==> config.mk <==
export PLATFORM = sky130hd
export DESIGN_NAME = fetch_stage
export DESIGN_NICKNAME = d
export VERILOG_FILES = /design/src/rtl/fetch_stage.sv
export SDC_FILE = /design/constraint.sdc
export NUM_CORES = 1
export LEC_CHECK = 0
export CORE_MARGIN = 8
export CORE_UTILIZATION = 58
export DETAILED_ROUTE_END_ITERATION = 8
export GPL_TIMING_DRIVEN = 0
export PLACE_DENSITY = 0.91
export SYNTH_ARGS = -nofsm -noshare
export SYNTH_HDL_FRONTEND = slang
export SYNTH_SLANG_ARGS = --single-unit
export TNS_END_PERCENT = 50
==> constraint.sdc <==
create_clock -name clk -period 7.05 [get_ports clk]
set_input_delay 1.0575 -clock clk [delete_from_list [all_inputs] [get_ports clk]]
set_output_delay 1.0575 -clock clk [all_outputs]
set_load 0.02 [all_outputs]
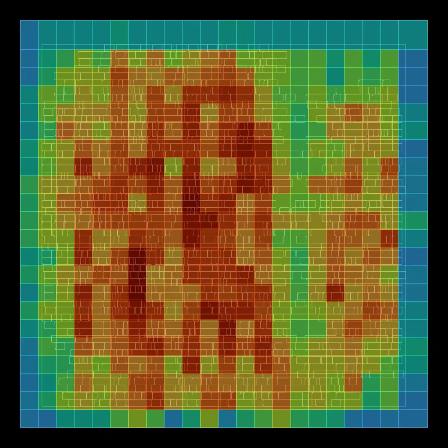
(routing congestion)
Wirelength per Cell: 21.4 µm
final core occ: 75.1%
combined global-route utilization of all metal layers: 27.3%
met1 layer usage reported by global route: 34.3%
Most Used Layer, Global Route: met2

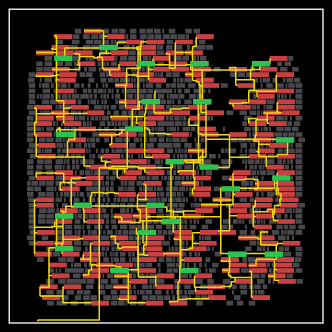
(routed clock nets over the placement)
(2 px per µm)
yellow -> clock wires  # length 2760 µm
green -> clock drivers  # count 24
red -> flip-flops  # count 225
routed clock nets = 25
flops lie = widely spread
P_clk: 0.00120 W
relative contribution of the clock network to total power: 28.8%
Worst Clk Skew: 0.0167 ns
Latency at later pin: 0.52 ns

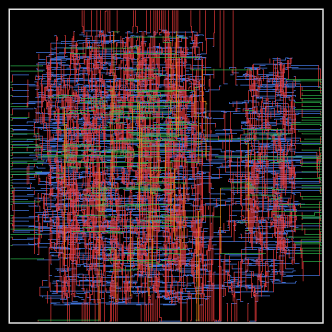
(signal wires by layer)
(2 px per µm)
orange -> metal 4  # wire length 1100 µm
red -> metal 2  # wire length 16200 µm
green -> metal 3  # wire length 2870 µm
blue -> metal 1  # wire length 13300 µm
vias after detailed routing: 9377
Total Wirelength: 33400 µm

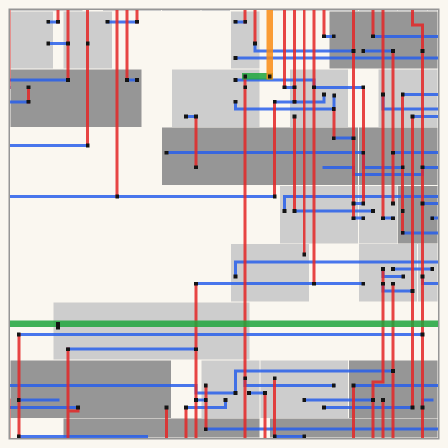
(layout detail)
Region (107, 29) to (127, 49) µm. Cells in grey, sequential cells in the stronger grey; small squares are vias.
blue -> metal 1
green -> metal 3
red -> metal 2
orange -> metal 4
sequential cells in the window = 4
most frequent = dfrtp_1 (4), clkdlybuf4s50_1 (4), a22oi_1 (3)
cells with their middle in the window = 18

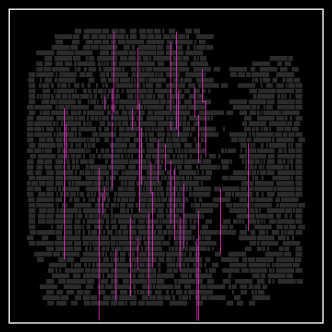
(met4 routing)
(2 px per µm) Cells faint in the background.
longest straight run = 76.2 µm
share of all routed wire = 3.3%
nets with wire on the layer = 31

==> flow_metrics.py <==
# Metrics from the implementation run
metrics = {
    "run_status": {
        "status": "completed",
    },
    "finish": {
        "flop_area_um2": 5630,
        "layout_top_cells_excl_fill_tap": "sky130_fd_sc_hd__dfrtp_1, sky130_fd_sc_hd__clkdlybuf4s50_1, sky130_fd_sc_hd__nand2_1",
        "post_layout_instance_count_excluding_filler_cells": 1566,
        "finish.net_count": 1359,
        "logic_gate_count": 719,
        "fraction_of_final_layout_cells_sized_beyond_drive_strength_1_pct": 17.4,
        "nNonClkBuffers": 297,
        "seq-cell-share_pct": 38.8,
        "biggestCellCategory": "flip-flops and latches",
        "area.combinational_um2": 5210,
    },
    "power_and_ir_drop": {
        "power_switching_w": 0.00133,
        "power.sequential.fraction_pct": 42.0,
        "power_leader": "registers",
        "pwr-share-comb_pct": 29.2,
    },
    "setup_path": {
        "critical_path_cell_count": 13,
        "criticalPathCategory": "in -> reg",
        "reg2regPathDepth": 9,
        "critical_path.top_delay_family": "buffers and inverters",
    },
    "cts": {
        "tritoncts": "built",
        "cts_root_buf": "sky130_fd_sc_hd__clkbuf_16",
        "cts.path.max_buffers": 3,
    },
    "synth": {
        "count_of_flip_flops_with_a_built_in_enable_after_synthesis": 0,
        "ys_seq_share_pct": 49.5,
        "syn_nets": 1131,
        "syn_area_cell_um2": 10.8,
        "count_of_warnings_emitted_by_yosys": 0,
    },
    "sta": {
        "setup_violations": 0,
        "timing.max_slew.rel_slack_pct": 42.2,
        "grt_setup_unrepaired": "no",
    },
    "floorplan": {
        "die_w_um": 156,
        "chipHeight_um": 156,
    },
    "routing": {
        "drt-initial-drc-count": 977,
        "route.detailed.drc": 0,
        "antenna_violating_nets_post_route": 0,
    },
    "grt": {
        "maximum_number_of_pins_on_one_net_before_global_route_repair": 83,
    },
    "placed_design": {
        "buffer_ports.inserted": 200,
    },
}
[synth_stat cells, types with 7 or more instances]
cell | instances | area share, %
sky130_fd_sc_hd__nor2_1 | 26 | 0.86
sky130_fd_sc_hd__buf_2 | 19 | 0.84
sky130_fd_sc_hd__nor3_1 | 19 | 0.84
sky130_fd_sc_hd__inv_1 | 16 | 0.53
sky130_fd_sc_hd__xor2_1 | 32 | 2.5
sky130_fd_sc_hd__clkbuf_1 | 52 | 1.7
sky130_fd_sc_hd__and4_1 | 11 | 0.85
sky130_fd_sc_hd__a22oi_1 | 29 | 1.9
sky130_fd_sc_hd__nand3_1 | 24 | 1.1
sky130_fd_sc_hd__dfrtp_1 | 222 | 49
sky130_fd_sc_hd__nor4_1 | 7 | 0.38
sky130_fd_sc_hd__a21oi_1 | 7 | 0.31
sky130_fd_sc_hd__buf_4 | 11 | 0.73
sky130_fd_sc_hd__nand4_1 | 19 | 1.0
sky130_fd_sc_hd__a222oi_1 | 7 | 0.62
sky130_fd_sc_hd__xnor2_1 | 47 | 3.6
sky130_fd_sc_hd__mux2_2 | 127 | 13
sky130_fd_sc_hd__nand2_1 | 137 | 4.5
sky130_fd_sc_hd__mux2i_1 | 42 | 3.7
sky130_fd_sc_hd__o21ai_0 | 113 | 5.0
[routing by layer]
layer  wire length (µm)  vias to the layer above  part of all wire (%)  track usage, %
li1                   -                     4176                     -               -
met2              16200                      482                    48            45.6
met4               1100                        0                   3.3            10.4
met3               2870                       80                   8.6            5.54
met1              13300                     4639                    40            34.3
met5                  0                        -                     0               0
[stage by stage]
stage          hold WS (ns)  total power [W]
2_1_floorplan         0.450          0.00239
3_3_place_gp          0.464          0.00291
3_5_place_dp          0.472          0.00297
4_1_cts               0.485          0.00418
5_1_grt               0.510          0.00434
6_report              0.477          0.00417
No activity file was given, so power comes from the tool's default toggle rates.
